==> src/rtl/decoder_scan_if.sv <==
// rtl/decoder_scan_if.sv - control and select bundle for the sequenced one-hot decoder
interface decoder_scan_if #(
  parameter int SEL_W   = 3,
  parameter int DWELL_W = 8
);
  logic                  en;
  logic [1:0]            mode;
  logic [SEL_W-1:0]      sel;
  logic                  start;
  logic [DWELL_W-1:0]    dwell;
  logic [SEL_W-1:0]      last;
  logic [2**SEL_W-1:0]   out;
  logic [SEL_W-1:0]      idx;
  logic                  busy;
  logic                  done;

  modport master (
    output en, mode, sel, start, dwell, last,
    input  out, idx, busy, done
  );

  modport slave (
    input  en, mode, sel, start, dwell, last,
    output out, idx, busy, done
  );
endinterface

==> src/rtl/decoder_scan.sv <==
// rtl/decoder_scan.sv - registered one-hot decoder with direct, continuous-scan and single-sweep modes
module decoder_scan #(
  parameter int SEL_W   = 3,
  parameter int DWELL_W = 8
) (
  input  logic          clk,
  input  logic          rst_n,
  decoder_scan_if.slave bus
);
  localparam int N = 2**SEL_W;

  typedef enum logic [1:0] {IDLE, SCAN, SWEEP} state_t;

  state_t             state_q, state_d;
  logic [SEL_W-1:0]   idx_q, idx_d;
  logic [DWELL_W-1:0] cnt_q, cnt_d;
  logic [N-1:0]       out_q, out_d;
  logic               busy_q, busy_d;
  logic               done_q, done_d;

  logic               expired;
  logic [SEL_W-1:0]   idx_next;
  logic [SEL_W-1:0]   step_idx;
  logic [DWELL_W-1:0] step_cnt;

  function automatic logic [N-1:0] onehot(input logic [SEL_W-1:0] i);
    onehot    = '0;
    onehot[i] = 1'b1;
  endfunction

  // Live dwell compare: lowering dwell below the count forces an advance next edge.
  assign expired  = (cnt_q >= bus.dwell);
  assign idx_next = (idx_q >= bus.last) ? '0 : idx_q + 1'b1;
  assign step_idx = expired ? idx_next : idx_q;
  assign step_cnt = expired ? '0 : cnt_q + 1'b1;

  always_comb begin
    state_d = state_q;
    idx_d   = idx_q;
    cnt_d   = cnt_q;
    out_d   = out_q;
    busy_d  = busy_q;
    done_d  = 1'b0;
    if (!bus.en) begin
      out_d = '0;
    end else begin
      case (bus.mode)
        2'b00: begin
          state_d = IDLE;
          idx_d   = bus.sel;
          cnt_d   = '0;
          out_d   = onehot(bus.sel);
          busy_d  = 1'b0;
        end
        2'b01: begin
          if (state_q != SCAN) begin
            state_d = SCAN;
            idx_d   = '0;
            cnt_d   = '0;
            out_d   = onehot({SEL_W{1'b0}});
            busy_d  = 1'b0;
          end else begin
            idx_d = step_idx;
            cnt_d = step_cnt;
            out_d = onehot(step_idx);
          end
        end
        2'b10: begin
          if (state_q == SWEEP) begin
            if (expired && idx_q >= bus.last) begin
              state_d = IDLE;
              cnt_d   = '0;
              out_d   = '0;
              busy_d  = 1'b0;
              done_d  = 1'b1;
            end else begin
              idx_d = step_idx;
              cnt_d = step_cnt;
              out_d = onehot(step_idx);
            end
          end else if (bus.start) begin
            state_d = SWEEP;
            idx_d   = '0;
            cnt_d   = '0;
            out_d   = onehot({SEL_W{1'b0}});
            busy_d  = 1'b1;
          end else begin
            // Idle sweep (or aborted scan): dark output, idx keeps its last value.
            state_d = IDLE;
            cnt_d   = '0;
            out_d   = '0;
            busy_d  = 1'b0;
          end
        end
        default: begin
        end
      endcase
    end
  end

  always_ff @(posedge clk or negedge rst_n) begin
    if (!rst_n) begin
      state_q <= IDLE;
      idx_q   <= '0;
      cnt_q   <= '0;
      out_q   <= '0;
      busy_q  <= 1'b0;
      done_q  <= 1'b0;
    end else begin
      state_q <= state_d;
      idx_q   <= idx_d;
      cnt_q   <= cnt_d;
      out_q   <= out_d;
      busy_q  <= busy_d;
      done_q  <= done_d;
    end
  end

  assign bus.out  = out_q;
  assign bus.idx  = idx_q;
  assign bus.busy = busy_q;
  assign bus.done = done_q;
endmodule
==> src/flat_wrapper.sv <==
// flat-port wrapper written by rule: the top's interface ports become plain ports
module decoder_scan_flat 
#(
  parameter int SEL_W   = 3,
  parameter int DWELL_W = 8
)
  (clk, rst_n, bus_en, bus_mode, bus_sel, bus_start, bus_dwell, bus_last, bus_out, bus_idx, bus_busy, bus_done);
  decoder_scan_if #(.SEL_W(SEL_W), .DWELL_W(DWELL_W)) bus_i ();
  input  logic clk;
  input  logic rst_n;
  input wire logic [$bits(bus_i.en)-1:0] bus_en;
  input wire logic [$bits(bus_i.mode)-1:0] bus_mode;
  input wire logic [$bits(bus_i.sel)-1:0] bus_sel;
  input wire logic [$bits(bus_i.start)-1:0] bus_start;
  input wire logic [$bits(bus_i.dwell)-1:0] bus_dwell;
  input wire logic [$bits(bus_i.last)-1:0] bus_last;
  output wire logic [$bits(bus_i.out)-1:0] bus_out;
  output wire logic [$bits(bus_i.idx)-1:0] bus_idx;
  output wire logic [$bits(bus_i.busy)-1:0] bus_busy;
  output wire logic [$bits(bus_i.done)-1:0] bus_done;
  assign bus_i.en = bus_en;
  assign bus_i.mode = bus_mode;
  assign bus_i.sel = bus_sel;
  assign bus_i.start = bus_start;
  assign bus_i.dwell = bus_dwell;
  assign bus_i.last = bus_last;
  assign bus_out = bus_i.out;
  assign bus_idx = bus_i.idx;
  assign bus_busy = bus_i.busy;
  assign bus_done = bus_i.done;
  decoder_scan #(.SEL_W(SEL_W), .DWELL_W(DWELL_W)) u_core (.clk(clk), .rst_n(rst_n), .bus(bus_i));
endmodule
==> config.mk <==
export PLATFORM = sky130hd
export DESIGN_NAME = decoder_scan_flat
export DESIGN_NICKNAME = d
export VERILOG_FILES = /design/src/rtl/decoder_scan_if.sv /design/src/rtl/decoder_scan.sv /design/src/flat_wrapper.sv
export SDC_FILE = /design/constraint.sdc
export NUM_CORES = 1
export LEC_CHECK = 0
export CAP_MARGIN = 40
export CORE_ASPECT_RATIO = 0.5
export CORE_MARGIN = 3
export CORE_UTILIZATION = 47
export DETAILED_ROUTE_END_ITERATION = 12
export GPL_TIMING_DRIVEN = 0
export PLACE_DENSITY = 0.84
export SLEW_MARGIN = 20
export SYNTH_ARGS = -nofsm -noshare
export SYNTH_HDL_FRONTEND = slang
export SYNTH_SLANG_ARGS = --single-unit
==> constraint.sdc <==
create_clock -name clk -period 1.95 [get_ports clk]
set_input_delay 0.39 -clock clk [delete_from_list [all_inputs] [get_ports clk]]
set_output_delay 0.39 -clock clk [all_outputs]
set_load 0.02 [all_outputs]
Fig. 1: gate families picked out
Scale bar: 20 µm.
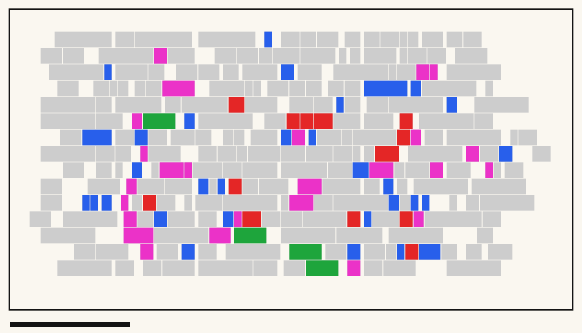
blue -> nand cells  # cells 31
green -> mux cells  # cells 4, where south
magenta -> nor cells  # cells 25
red -> and/or cells  # cells 13, where centre

Fig. 2: cell outlines without signal wires
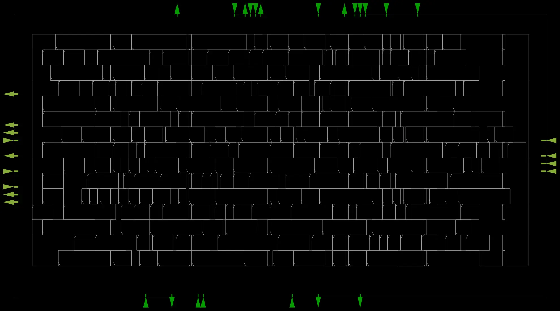
fin cells: 311
Site Rows: 15
fin util: 79.9%

Fig. 3: clock distribution
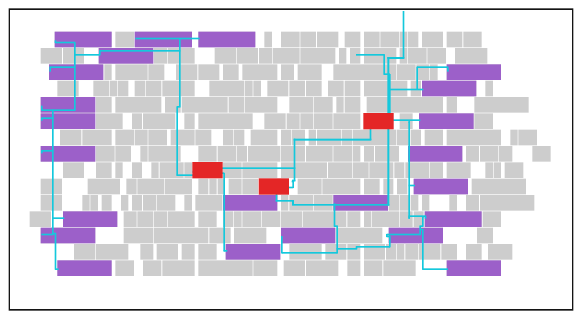
cyan -> clock wires  # length 348 µm
purple -> flip-flops  # count 23
red -> clock drivers  # count 3
flops lie = widely spread
routed clock nets = 4

==> impl_metrics.ini <==
; physical design summary
[critical_path]
crit_end = u_core.bus.out[6]$_DFFE_PN0P_
cp_max_fo = 9
critical-path-top-delay-family = AND-OR/OR-AND gates
reg2reg_slack_ns = -0.31
slowest_stage = dfrtp_1
rr_worst_depth = 11
cp_data_required_time_ns = 2.15
rr_endpoint = u_core.bus.out[6]$_DFFE_PN0P_
cp.depth = 11
r2r-start = u_core.cnt_q[2]$_DFFE_PN0P_
crit_arrival_ns = 2.45
critPathLaunch = u_core.cnt_q[2]$_DFFE_PN0P_
start_kind = flop
cpPeakStageDelay_ns = 0.42
endpoint_kind = flop
crit_chain = ha_4 > buf_6 > a21oi_2 > a21oi_2 > o211ai_1 > buf_4 > nand2_8 > o21ai_2 > o211ai_1 > buf_4 > o31ai_4
path_buffers = 3
crit_type = flop to flop

[floorplan]
die_x_um = 93.6
coreArea_um2 = 3570
pin_count = 33
fp_util_pct = 50.6
dieHeight_um = 49.8
taps = 51
chip_area_um2 = 4660

[pwr]
power_density_nw_per_um2 = 498
clkPwrFrac_pct = 22.3
leakage_nw = 1.20
p_int_mw = 0.898
vdd_drop_max_v = 0.000304
seqPwrFrac_pct = 37.9
finalPower_mw = 1.42
power_combinational_mw = 0.565
combPwrFrac_pct = 39.8
powerClk_mw = 0.317
p_switching_mw = 0.521
power_leader = combinational cells
switching_share_pct = 36.7
pg_seq_mw = 0.537

[min_path]
min_to = u_core.bus.out[5]$_DFFE_PN0P_
worst_hold_path_type = flop to flop
min-delay-start = u_core.bus.out[5]$_DFFE_PN0P_
whs_path_depth = 2

[final_layout]
antenna_cells = 0
largest_class = combinational gates
syn2layout_area_growth_pct = 57.8
clock_area_share_pct = 1.63
seq_share_pct = 20.4
seqCellArea_um2 = 581
nNonClkInverters = 18
final_common_cell = clkdlybuf4s50_1
logic_gates = 153
buf_share_pct = 21.1
fill_cells = 199
n_clock_buffer = 3
num-nets-final = 298
final_cell_area_um2 = 2850
buffers = 62
drive_above_1_share_pct = 41.5
ff_count = 23
lay_top_cells = clkdlybuf4s50_1, dfrtp_1, buf_4
logic_area_um2 = 1490
comb_area_share_pct = 52.2

[route]
vias = 2004
drc = 0
firstDrtPassIters = 6
drtIter0Drc = 184
routed_wl_um = 6670
viasPerCell = 6.44
ant_nets = 0
wire_per_inst_um = 21.5

[clock_network]
path_clk_slew_ns = 0.09
numCtsBuffers = 3
clockBufferDepth = 2
clock_sinks = 23
ctsHoldBuffers = 0
cts_tree = built
cts_setup_buffers = 19
htree_levels = 1
clk_latency_ns = 0.28
cts_resized = 59
clockRootBuffer = clkbuf_8

[flow_run]
log.warning_count = 32
maxCapViolations = 0

[outcome]
outcome = complete, but fails checks
failed_checks = setup timing

[final_timing]
setup-violations-final = 21
grt_setup_unrepaired = true
worst_slew_pin_slew_ns = 0.660
period_needed_ns = 2.26
report.final.slew_viol_count = 0
fmax_ghz = 0.443
finalHoldViolations = 0
clock-skew-final_ns = 0.00674
slew_headroom_pct = 55.8
whs_ns = 0.504
finalClockPeriodUsage_pct = 116
layout_setup_ws_ns = -0.307
timing.setup.tns_ns = -4.54

[placed_design]
place_inst = 283
dp_slack_ns = -0.843
routabilityCongestion = 0.864
portBuffers = 32
dp_hpwl_um = 3590
placed_cell_area_um2 = 2240

[logic_synthesis]
avgSynthCellArea_um2 = 9.07
flop_cell = dfrtp_1
ys_seq_share_pct = 31.9
synth_cell_types = 54
xor_share_pct = 1.94
ys_chip_area_um2 = 1800
ys_ff = 23
floorplan.nets = 236
yosys_warnings = 0
synth-async-reset-ratio_pct = 100
mux_area_share_pct = 2.50
synth-edff-count = 0
synthSimpleGateAreaFrac_pct = 20.9
netlist_instances = 199
synthTopLogicFamily = AND-OR/OR-AND gates
ys_sh_adder_pct = 11.8
ys_cells = 199
yosys.area_share.aoi_pct = 25.2
synth_area_um2 = 1800

[global_routing]
grt_max_degree = 14
grt_pass1_wl_um = 9400
grt_use_total_pct = 25.9
overflow = 0
grt_pass1_vias = 2004
grt_antenna_before_repair = 0
Fig. 4: layout detail
Scale bar: 10 µm. Window x 34 to 59, y 2 to 27 µm. Cells in grey, sequential cells in the stronger grey; small squares are vias.
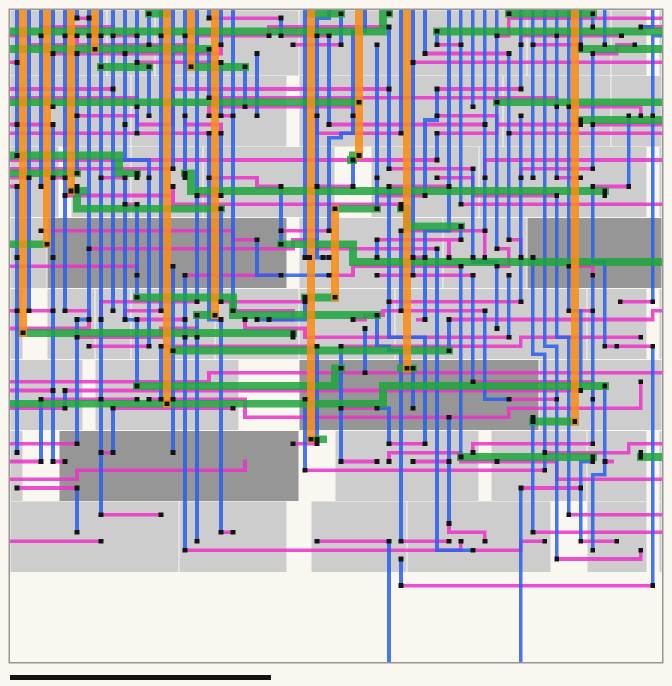
orange -> metal 4
magenta -> metal 1
blue -> metal 2
green -> metal 3
netlist names of flops here include = u_core.state_q (2)
cells with their middle in the window = 43
most frequent = dfrtp_1 (4), buf_6 (3), mux2_4 (3)
sequential cells in the window = 4

Fig. 5: wire density map
19 x 10 tiles, from black (low) to pale yellow (high), scaled to the fullest tile. Values are wire area over tile area, all layers added.
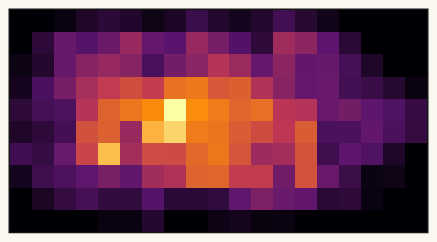
nearly empty tiles = 15%
densest ninth of the die = centre
fullest tile = 0.90

## per-layer routing
metal  up-vias  GRT usage (%)  wire length, µm
met2       143           44.9             3220
met4         0           13.4              325
met5         -              0                0
met1       963           29.4             2520
li1        855              -                -
met3        43           7.16              606
## Yosys cell counts (5+ instances only)
library cell | number | share of area [%]
nand2_1 | 11 | 2.3
nor2b_1 | 7 | 2.4
inv_1 | 18 | 3.7
and3_1 | 6 | 2.1
nand3_1 | 11 | 3.1
o21ai_0 | 12 | 3.3
nor2_1 | 10 | 2.1
a21oi_1 | 7 | 1.9
nor3_1 | 5 | 1.4
dfrtp_1 | 23 | 32
nand2b_1 | 5 | 1.7
ha_1 | 17 | 12
and2_1 | 5 | 1.7
## worst min-delay path, stage by stage (launching register included)
cell and delay (ns):
dfrtp_1 0.36, nand2_1 0.06, o221ai_2 0.05
